==> config.mk <==
export PLATFORM = sky130hd
export DESIGN_NAME = memory_stage
export DESIGN_NICKNAME = d
export VERILOG_FILES = /design/src/rtl/memory_pkg.sv /design/src/rtl/memory_stage_fsm.sv /design/src/rtl/memory_stage.sv
export SDC_FILE = /design/constraint.sdc
export NUM_CORES = 1
export LEC_CHECK = 0
export ABC_AREA = 1
export CORE_UTILIZATION = 42
export DETAILED_ROUTE_END_ITERATION = 6
export PLACE_DENSITY = 0.9
export SLEW_MARGIN = 20
export SYNTH_ARGS = -nofsm -noshare
export SYNTH_HDL_FRONTEND = slang
export SYNTH_SLANG_ARGS = --single-unit
==> constraint.sdc <==
create_clock -name clk -period 1.6 [get_ports clk]
set_input_delay 0.16 -clock clk [delete_from_list [all_inputs] [get_ports clk]]
set_output_delay 0.16 -clock clk [all_outputs]
set_load 0.02 [all_outputs]
==> src/rtl/memory_pkg.sv <==
// Shared types and constants for the memory pipeline stage.
package memory_pkg;

    localparam int DATA_W = 24;
    localparam int REG_AW = 4;

    typedef enum logic {
        IDLE = 1'b0,
        WAIT = 1'b1
    } mem_state_t;

    // Control fields carried in the EX/MEM register.
    typedef struct packed {
        logic              pc_src;
        logic              reg_write;
        logic              mem_write;
        logic              mem_to_reg;
        logic [REG_AW-1:0] wa3;
    } exm_ctrl_t;

    localparam exm_ctrl_t EXM_BUBBLE = '0;

endpackage

==> src/rtl/memory_stage_fsm.sv <==
// Data-memory req/ready handshake with a bounded wait counter.
module dmem_handshake_fsm #(
    parameter int MAX_WAIT = 15
) (
    input  logic clk,
    input  logic rst,
    input  logic mem_op,
    input  logic dmem_ready,
    output logic dmem_req,
    output logic complete,
    output logic timeout
);
    import memory_pkg::*;

    localparam logic [7:0] MAX_CNT = 8'(MAX_WAIT);

    mem_state_t state_q, state_d;
    logic [7:0] wait_cnt_q, wait_cnt_d;

    // State and wait-count register.
    always_ff @(posedge clk) begin
        if (rst) begin
            state_q    <= IDLE;
            wait_cnt_q <= '0;
        end else begin
            state_q    <= state_d;
            wait_cnt_q <= wait_cnt_d;
        end
    end

    // Next state and handshake outputs; the request is raised in the same
    // cycle the op appears so a ready memory completes with zero wait.
    always_comb begin
        state_d    = state_q;
        wait_cnt_d = wait_cnt_q;
        dmem_req   = 1'b0;
        complete   = 1'b0;
        timeout    = 1'b0;
        case (state_q)
            IDLE: begin
                if (mem_op) begin
                    dmem_req = 1'b1;
                    if (dmem_ready) begin
                        complete = 1'b1;
                    end else begin
                        state_d    = WAIT;
                        wait_cnt_d = 8'd1;
                    end
                end
            end
            WAIT: begin
                dmem_req = 1'b1;
                if (dmem_ready) begin
                    complete   = 1'b1;
                    state_d    = IDLE;
                    wait_cnt_d = '0;
                end else if (wait_cnt_q == MAX_CNT) begin
                    // Give up: report completion so the pipeline drains.
                    timeout    = 1'b1;
                    complete   = 1'b1;
                    state_d    = IDLE;
                    wait_cnt_d = '0;
                end else begin
                    wait_cnt_d = wait_cnt_q + 8'd1;
                end
            end
            default: state_d = IDLE;
        endcase
    end

endmodule

==> src/rtl/memory_stage.sv <==
// M stage: EX/MEM register, data-memory access, MEM/WB register.
module memory_stage #(
    parameter int DATA_W   = memory_pkg::DATA_W,
    parameter int REG_AW   = memory_pkg::REG_AW,
    parameter int MAX_WAIT = 15
) (
    input  logic              clk,
    input  logic              rst,
    input  logic [DATA_W-1:0] alu_result_e,
    input  logic [DATA_W-1:0] write_data_e,
    input  logic [REG_AW-1:0] wa3_e,
    input  logic              pc_src_m_in,
    input  logic              reg_write_m_in,
    input  logic              mem_write_m_in,
    input  logic              mem_to_reg_e,
    input  logic              flush_m,
    output logic              dmem_req,
    output logic              dmem_we,
    output logic [DATA_W-1:0] dmem_addr,
    output logic [DATA_W-1:0] dmem_wdata,
    input  logic [DATA_W-1:0] dmem_rdata,
    input  logic              dmem_ready,
    output logic [DATA_W-1:0] alu_result_memory,
    output logic              reg_write_mem,
    output logic [REG_AW-1:0] wa3_m,
    output logic              stall_mem,
    output logic              mem_error,
    output logic [DATA_W-1:0] read_data_w,
    output logic [DATA_W-1:0] alu_result_w,
    output logic [REG_AW-1:0] wa3_w,
    output logic              reg_write_w,
    output logic              mem_to_reg_w,
    output logic              pc_src_w
);
    import memory_pkg::*;

    exm_ctrl_t         ctrl_q, ctrl_d;
    logic [DATA_W-1:0] alu_q, alu_d;
    logic [DATA_W-1:0] wdata_q, wdata_d;

    logic [DATA_W-1:0] rdata_w_q, rdata_w_d;
    logic [DATA_W-1:0] alu_w_q, alu_w_d;
    logic [REG_AW-1:0] wa3_w_q, wa3_w_d;
    logic              rw_w_q, rw_w_d;
    logic              m2r_w_q, m2r_w_d;
    logic              pcs_w_q, pcs_w_d;
    logic              mem_error_q, mem_error_d;

    logic is_load, mem_op, complete, timeout;

    assign is_load = ctrl_q.mem_to_reg & ctrl_q.reg_write;
    assign mem_op  = ctrl_q.mem_write | is_load;

    dmem_handshake_fsm #(.MAX_WAIT(MAX_WAIT)) u_fsm (
        .clk        (clk),
        .rst        (rst),
        .mem_op     (mem_op),
        .dmem_ready (dmem_ready),
        .dmem_req   (dmem_req),
        .complete   (complete),
        .timeout    (timeout)
    );

    assign stall_mem         = mem_op & ~complete;
    assign dmem_we           = ctrl_q.mem_write;
    assign dmem_addr         = alu_q;
    assign dmem_wdata        = wdata_q;
    assign alu_result_memory = alu_q;
    assign reg_write_mem     = ctrl_q.reg_write;
    assign wa3_m             = ctrl_q.wa3;

    assign read_data_w  = rdata_w_q;
    assign alu_result_w = alu_w_q;
    assign wa3_w        = wa3_w_q;
    assign reg_write_w  = rw_w_q;
    assign mem_to_reg_w = m2r_w_q;
    assign pc_src_w     = pcs_w_q;
    assign mem_error    = mem_error_q;

    // EX/MEM next value: hold on stall (beats flush), bubble on flush, else capture.
    always_comb begin
        ctrl_d  = ctrl_q;
        alu_d   = alu_q;
        wdata_d = wdata_q;
        if (!stall_mem) begin
            if (flush_m) begin
                ctrl_d  = EXM_BUBBLE;
                alu_d   = '0;
                wdata_d = '0;
            end else begin
                ctrl_d.pc_src     = pc_src_m_in;
                ctrl_d.reg_write  = reg_write_m_in;
                ctrl_d.mem_write  = mem_write_m_in;
                ctrl_d.mem_to_reg = mem_to_reg_e;
                ctrl_d.wa3        = wa3_e;
                alu_d             = alu_result_e;
                wdata_d           = write_data_e;
            end
        end
    end

    // MEM/WB next value: bubble while the access is incomplete so write-back
    // commits each instruction exactly once.
    always_comb begin
        rdata_w_d   = '0;
        alu_w_d     = '0;
        wa3_w_d     = '0;
        rw_w_d      = 1'b0;
        m2r_w_d     = 1'b0;
        pcs_w_d     = 1'b0;
        mem_error_d = mem_error_q | timeout;
        if (!stall_mem) begin
            rdata_w_d = (is_load && !timeout) ? dmem_rdata : '0;
            alu_w_d   = alu_q;
            wa3_w_d   = ctrl_q.wa3;
            rw_w_d    = ctrl_q.reg_write;
            m2r_w_d   = ctrl_q.mem_to_reg;
            pcs_w_d   = ctrl_q.pc_src;
        end
    end

    // Pipeline registers and the sticky error flag.
    always_ff @(posedge clk) begin
        if (rst) begin
            ctrl_q      <= EXM_BUBBLE;
            alu_q       <= '0;
            wdata_q     <= '0;
            rdata_w_q   <= '0;
            alu_w_q     <= '0;
            wa3_w_q     <= '0;
            rw_w_q      <= 1'b0;
            m2r_w_q     <= 1'b0;
            pcs_w_q     <= 1'b0;
            mem_error_q <= 1'b0;
        end else begin
            ctrl_q      <= ctrl_d;
            alu_q       <= alu_d;
            wdata_q     <= wdata_d;
            rdata_w_q   <= rdata_w_d;
            alu_w_q     <= alu_w_d;
            wa3_w_q     <= wa3_w_d;
            rw_w_q      <= rw_w_d;
            m2r_w_q     <= m2r_w_d;
            pcs_w_q     <= pcs_w_d;
            mem_error_q <= mem_error_d;
        end
    end

endmodule

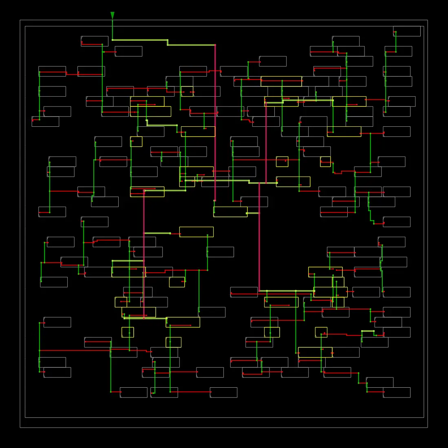
**Above:** clock nets.
Latency at later pin: 0.41 ns
Flop Count: 121
CTS Buf Count: 17
clk sinks: 121
P_clk: 3.90 mW

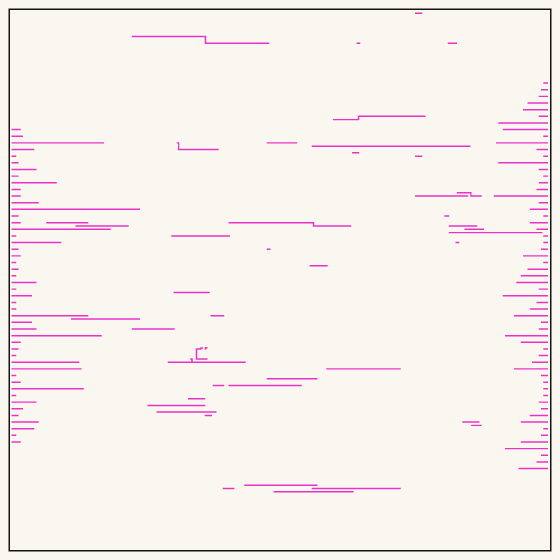
**Above:** M3 wires.
share of all routed wire: 5.9%
main direction: horizontal
wire length on this layer: 823 um
nets with wire on the layer: 131

==> impl_metrics.yaml <==
# yosys + openroad results
global_routing:
  met3_usage_pct: 5.38
  grt_pass1_vias: 4820
  grt_max_degree: 51
  grt-ovfl-total: 0
  grt_usage_pct: 23.7
  use_met2_pct: 43.2
  grt_busiest_layer: "met2"
setup_path:
  crit_cells: 7
  crit_top_cell: "nand2_4"
  crit_buf_inv: 2
  setup.worst_path.end_class: "primary output"
  crit_arrival_ns: 1.46
  critPathMaxFanout: 2
  cp-startpoint: "u_fsm.wait_cnt_q[1]"
  start_kind: "register"
cells_and_area:
  nNonClkBuffers: 249
  lay_top_cells: "nor2_1, clkdlybuf4s50_1, dfxtp_1, inv_1, nand2_1"
  design_area_sq_um: 7880
  dominant-cell-class: "buffers"
  area_growth_pct: 59.4
  logic_gates: 402
  final_util_pct: 68.7
  flop_area_sq_um: 2420
  comb_share_pct: 22.0
  n_antenna_cell: 0
  fillers: 867
  clock_area_share_pct: 7.72
  comb_area_sq_um: 1730
flow_run:
  warnings: 29
timing:
  whs_ns: 0.170
  relSlewSlack_pct: 71.4
  finalWorstSetupSlack_ns: -0.0161
  setup-violations-final: 1
  period_minus_slack_ns: 1.62
  finalClockSkew_ns: 0.00732
  worst_pin_slew_ns: 0.429
  fmaxAchievable_mhz: 619
yosys:
  edf_count: 0
  synth.cell_area_sq_um: 4940
  ys_chip_area_sq_um: 4940
  synthMuxAreaShare_pct: 0
  ys_seq_share_pct: 49.0
  yosysTopAreaCell: "dfxtp_1"
  syn_avg_cell_area_sq_um: 7.01
  synth_top_area_share_pct: 49.0
  synth_cells: 705
  yosys.area_share.simple_pct: 32.7
cts:
  post-cts-setup-buffers: 0
  cts_hold_buf: 0
  root_buffer: "clkbuf_16"
  cts-htree-levels: 4
  path_clk_slew_ns: 0.06
  cts_tree: "built"
  clockBufferDepth: 2
place:
  port_buffers: 219
  dp_slack_ns: -0.137
  gp_congestion: 0.853
floorplan:
  tap_cells: 143
  core-area_sq_um: 11500
  chipWidth_um: 110
  die_h_um: 110
min_path:
  hp-class: "input pin to register"
  hold_path_depth: 4
  whs_endpoint: "dmem_wdata[0]"
detailed_routing:
  met3_length_um: 822
  drt_iter0_drc: 290
  drt-vias-per-instance: 4.52
  vias: 4821
  remaining_drc_errors: 0
  firstDrtPassIters: 4
  wl_mm: 14.0
  top_layer_used: "met4"
power:
  powerSeq_mw: 3.20
  comb_power_share_pct: 14.3
  p_leak_nw: 3.83
  p_clk_share_pct: 47.0
  switching_share_pct: 26.4
run_status:
  violations: "setup timing"
  run_status: "finished, violations left"
Power and IR drop assume default switching activity.
